`config.mk`:
```
export PLATFORM = sky130hd
export DESIGN_NAME = oam_dma
export DESIGN_NICKNAME = d
export VERILOG_FILES = /design/src/rtl/oam_dma.sv
export SDC_FILE = /design/constraint.sdc
export NUM_CORES = 1
export LEC_CHECK = 0
export CORE_MARGIN = 10
export CORE_UTILIZATION = 41
export DETAILED_ROUTE_END_ITERATION = 10
export PLACE_DENSITY = 0.74
export REMOVE_ABC_BUFFERS = 1
export SETUP_SLACK_MARGIN = 0.4
export SYNTH_ARGS = -nofsm -noshare
export SYNTH_HDL_FRONTEND = slang
export SYNTH_SLANG_ARGS = --single-unit
```
`constraint.sdc`:
```
create_clock -name cpu_clk_in -period 1.64 [get_ports cpu_clk_in]
set_input_delay 0.164 -clock cpu_clk_in [delete_from_list [all_inputs] [get_ports cpu_clk_in]]
set_output_delay 0.164 -clock cpu_clk_in [all_outputs]
set_load 0.1 [all_outputs]
```
`src/rtl/oam_dma.sv`:
```
// OAM DMA engine: a CPU write to the DMA register halts the CPU and copies
// one 256-byte page from the bus into OAM, one read/write pair per byte.
module oam_dma #(
    parameter logic [15:0] DMA_REG_ADDR  = 16'h4014,
    parameter logic [15:0] OAM_DATA_ADDR = 16'h2004
) (
    input  logic        cpu_clk_in,
    input  logic        reset_in,
    input  logic        cpu_read_in,
    input  logic        cpu_write_in,
    input  logic [15:0] cpu_address_in,
    input  logic [7:0]  cpu_data_in,
    input  logic [7:0]  ram_data_in,
    output logic [15:0] dma_address_out,
    output logic        dma_address_en_out,
    output logic        dma_read_out,
    output logic        dma_write_out,
    output logic [7:0]  dma_data_out,
    output logic        cpu_disable_out,
    output logic        dma_busy_out
);

    typedef enum logic [2:0] {
        IDLE,
        HALT,
        ALIGN,
        READ,
        WRITE
    } state_t;

    state_t      r_state;
    logic        r_parity;
    logic [7:0]  r_page;
    logic [7:0]  r_index;
    logic [15:0] r_addr;
    logic        r_addrEn;
    logic        r_readStb;
    logic        r_writeStb;
    logic        r_busy;
    logic [7:0]  r_lastByte;

    logic        w_trigger;
    logic [7:0]  w_nextIndex;
    logic        w_unusedRead;

    // The read strobe plays no part in decoding the trigger.
    assign w_unusedRead = cpu_read_in;
    assign w_trigger    = cpu_write_in && (cpu_address_in == DMA_REG_ADDR);
    assign w_nextIndex  = r_index + 8'd1;

    // Free-running parity bit used to align the first read to an even cycle.
    always_ff @(posedge cpu_clk_in) begin
        if (reset_in) begin
            r_parity <= 1'b0;
        end else begin
            r_parity <= ~r_parity;
        end
    end

    // Transfer sequencer; bus outputs are registered alongside the state they belong to.
    always_ff @(posedge cpu_clk_in) begin
        if (reset_in) begin
            r_state    <= IDLE;
            r_page     <= 8'h00;
            r_index    <= 8'h00;
            r_addr     <= 16'h0000;
            r_addrEn   <= 1'b0;
            r_readStb  <= 1'b0;
            r_writeStb <= 1'b0;
            r_busy     <= 1'b0;
            r_lastByte <= 8'h00;
        end else begin
            r_addr     <= 16'h0000;
            r_addrEn   <= 1'b0;
            r_readStb  <= 1'b0;
            r_writeStb <= 1'b0;
            case (r_state)
                IDLE: begin
                    if (w_trigger) begin
                        r_page  <= cpu_data_in;
                        r_index <= 8'h00;
                        r_busy  <= 1'b1;
                        r_state <= HALT;
                    end
                end
                HALT: begin
                    if (r_parity) begin
                        r_state <= ALIGN;
                    end else begin
                        r_state   <= READ;
                        r_addr    <= {r_page, r_index};
                        r_addrEn  <= 1'b1;
                        r_readStb <= 1'b1;
                    end
                end
                ALIGN: begin
                    r_state   <= READ;
                    r_addr    <= {r_page, r_index};
                    r_addrEn  <= 1'b1;
                    r_readStb <= 1'b1;
                end
                READ: begin
                    r_state    <= WRITE;
                    r_addr     <= OAM_DATA_ADDR;
                    r_addrEn   <= 1'b1;
                    r_writeStb <= 1'b1;
                end
                WRITE: begin
                    r_lastByte <= ram_data_in;
                    if (r_index == 8'hFF) begin
                        r_state <= IDLE;
                        r_busy  <= 1'b0;
                    end else begin
                        r_index   <= w_nextIndex;
                        r_state   <= READ;
                        r_addr    <= {r_page, w_nextIndex};
                        r_addrEn  <= 1'b1;
                        r_readStb <= 1'b1;
                    end
                end
                default: begin
                    r_state <= IDLE;
                    r_busy  <= 1'b0;
                end
            endcase
        end
    end

    // The byte arrives from the bus during WRITE, so it is forwarded with the
    // write strobe and then held in r_lastByte until the next WRITE.
    assign dma_data_out       = (r_state == WRITE) ? ram_data_in : r_lastByte;
    assign dma_address_out    = r_addr;
    assign dma_address_en_out = r_addrEn;
    assign dma_read_out       = r_readStb;
    assign dma_write_out      = r_writeStb;
    assign cpu_disable_out    = r_busy;
    assign dma_busy_out       = r_busy;

endmodule

```
==> deck_impl_summary.md <==
Flow Results at a Glance

Final layout
  • Nets: 366
  • Most numerous logic cell after layout: dfxtp_1
  • Number of fill cells: 244
  • Max reg flops: 16
  • Flops: 48
  • Antenna Cells: 0
  • Seq area share: 25.4%
  • Layout area overhead: 85.8%
  • Register area: 970 um2
  • Comb area: 1300 um2
  • Top class by area: non-clock buffers
  • Invs w/o clock: 4
  • Comb/total area: 34.1%
  • Layout cells sized above 1: 42.7%
  • Final Instance Count excl. Fillers: 397
  • Signal buffers: 114
  • Design Area, Final: 3810 um2
  • Multi-input comb cells: 156
  • Top cells excl fill/tap: dfxtp_1, clkdlybuf4s50_1, buf_4
  • CLK BUF: 6
  • Clock buf/inv share: 2.82%

Power
  • P per Cell Area: 626 nW/um2
  • Sequential Power Share: 49.6%
  • Pint: 1.80 mW
  • Comb group: 344 uW
  • Sw frac: 24.6%
  • Pwr Total: 2.39 mW
  • Clock Power Share: 35.9%
  • Heaviest power group: sequential cells
  • Pleak: 1.46 nW
  • VDD IR max: 431 uV
  • P_clk: 857 uW
  • Switching power: 586 uW
  • P_seq: 1.18 mW
  • Gate power share: 14.4%

Critical path
  • Startpoint types: flop
  • Critical path endpoint category: output port
  • R2r startpoint: r_state[0]
  • R2R Setup Slk: -0.19 ns
  • Worst endpoint required time: 1.48 ns
  • Slowest cell on crit path: dfxtp_4
  • Buffers & Inverters on Critical Path: 3
  • RR Endpoint: r_index[5]
  • Path depth of the worst reg2reg path: 10
  • CP arrival: 1.70 ns
  • CP Cell Sequence: nor3b_4 -> buf_6 -> buf_12 -> mux2_4 -> buf_12
  • Delay-heaviest family, CP: buffers and inverters
  • Stages on worst setup path: 5
  • Crit Path Class: reg2out
  • Largest stage delay, worst path: 0.36 ns
  • Critical path peak fanout: 5
  • CP most frequent cell: buf_12

Worst hold path
  • Hold path startpoint: cpu_data_in[3]
  • Hold depth: 3
  • End of the worst hold path: r_page[3]
  • Hold Path Class: in2reg

Placement
  • Placed instance count: 366
  • DP Area: 3100 um2
  • Port Buffers: 63
  • Gp weighted congestion: 0.801
  • Pre-CTS WS: -0.0902 ns
  • Detailed placement HPWL: 4.33 mm

Floorplanning
  • Chip width: 90.7 um
  • Die area: 8230 um2
  • TAP cells: 67
  • Area of the core: 4790 um2
  • Num rows: 25
  • Die H: 90.7 um
  • Pre-Place Util: 42.8%
  • I/O pin cnt: 65

STA
  • Setup TNS: -4.69 ns
  • Final Hold Viols: 0
  • Slew HR: 54.5%
  • Clock Skew: 0.00424 ns
  • Setup ws final: -0.223 ns
  • Final setup fails: 33
  • Final Slew Violations: 0
  • Period minus WS final: 1.86 ns
  • Worst-margin pin slew: 0.673 ns
  • Worst hold slack: 0.444 ns
  • Period utilisation layout: 114%
  • RSZ-0062 raised after global routing: true
  • Fmax achieved: 537 MHz

Logic synthesis
  • Post-synth seq share: 46.9%
  • Largest area contributor in the netlist: dfxtp_1
  • Synth cell types: 44
  • Synthesized area: 2050 um2
  • EDFF count, synth: 0
  • Synth Area per Inst: 9.15 um2
  • XORs/XNORs by Area: 1.71%
  • Synth async-reset ratio: 0%
  • Mapped Cells: 224
  • Max-area cell share: 46.9%
  • Most numerous cell in the Yosys netlist: dfxtp_1
  • Adder Share, Synth: 0.610%
  • Yosys cell count: 224
  • Synth Flop Type: dfxtp_1
  • Synth warnings: 0
  • Top non-seq family: simple AND/OR/NAND/NOR gates
  • Flops out of synthesis: 48
  • Post-Synth AOI/OAI Area: 19.2%
  • Yosys simple share: 22.8%
  • YS chip area: 2050 um2
  • Mux area share: 4.39%
  • Biggest area cells: dfxtp_1, a21oi_1, and2_1

Detailed routing
  • Final ANT Viol Nets: 0
  • WL per Instance: 21.5 um
  • Via count: 2352
  • Routed Wire Length: 8.55 mm
  • DRT Pass-1 Iters: 5
  • First-iteration detailed-routing DRC count: 282
  • DRC viols: 0

Run status
  • Failing checks: negative setup slack
  • Status: complete, but fails checks

Clock tree
  • Clk latency late pin: 0.31 ns
  • Hold buffers post-CTS: 0
  • Clk slew on worst S/H paths: 0.09 ns
  • CTS sink count: 48
  • Cts bufs inserted: 5
  • CTS H-tree depth: 2
  • TritonCTS clock tree: yes
  • Root buf cell: clkbuf_8
  • Clk buf depth: 2

Global routing
  • Tot GR Track Use: 18.7%
  • Vias in the first global route: 2453
  • Largest net degree at the start of global routing: 20
  • Initial antenna violation count: 0
  • Grt ovf: 0
  • Global-route wire length before repair: 12.5 mm

Run
  • Number of logged tool warnings: 28
  • Max-Cap Viols: 0
what timing repair did:
action | 4_1_cts | 5_1_grt
hold endpoints to repair | 0 | 0
cloned | 3 | 0
endpoints found under the setup margin | 53 | 53
gates resized | 81 | 19
setup buffers | 18 | 2
pin swaps | 29 | 31
worst max-delay path by stage:
stage                 endpoint               start
3_3_place_gp        r_index[5]  cpu_address_in[14]
3_5_place_dp         r_page[2]  cpu_address_in[14]
4_1_cts        dma_data_out[3]          r_state[1]
6_report       dma_data_out[5]          r_state[0]
2_1_floorplan    r_lastByte[0]          r_state[2]
5_1_grt        dma_data_out[0]          r_state[0]
routing by layer:
metal	vias up	GRT usage (%)	share of wire [%]
met5	-	0	0
met2	156	32.3	50
met3	47	5.65	8.2
met4	0	12.1	5.1
met1	1120	19.1	36
li1	1029	-	-
==> images/io_fan.png <==
Drawn at 3 px/um.
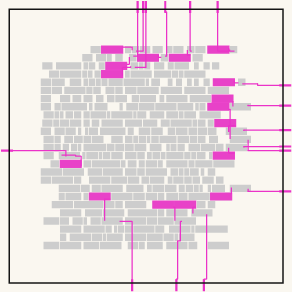
Magenta stands for `dma_address_out`, bits 16, direction output, end cells 16, wire 339 um.

==> images/wires.png <==
Drawn at 3 px/um. Two of the layers only.
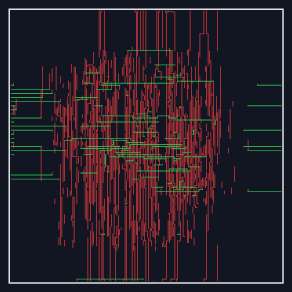
Red stands for metal 2, wire length 4310 um. Green stands for metal 3, wire length 705 um.

==> images/io_placement.png <==
Drawn at 4 px/um. Pins as bars across the die edge, other pins in grey.
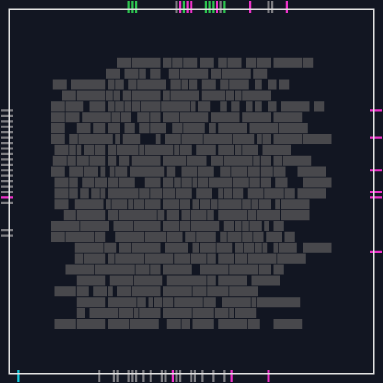
Cyan stands for `cpu_read_in`, pins 1, direction input, edge bottom. Magenta stands for `dma_address_out`, pins 16, direction output, edge 6 right, 6 top, 3 bottom, 1 left. Green stands for `cpu_data_in`, pins 8, direction input, edge top.

Power and IR drop assume default switching activity.
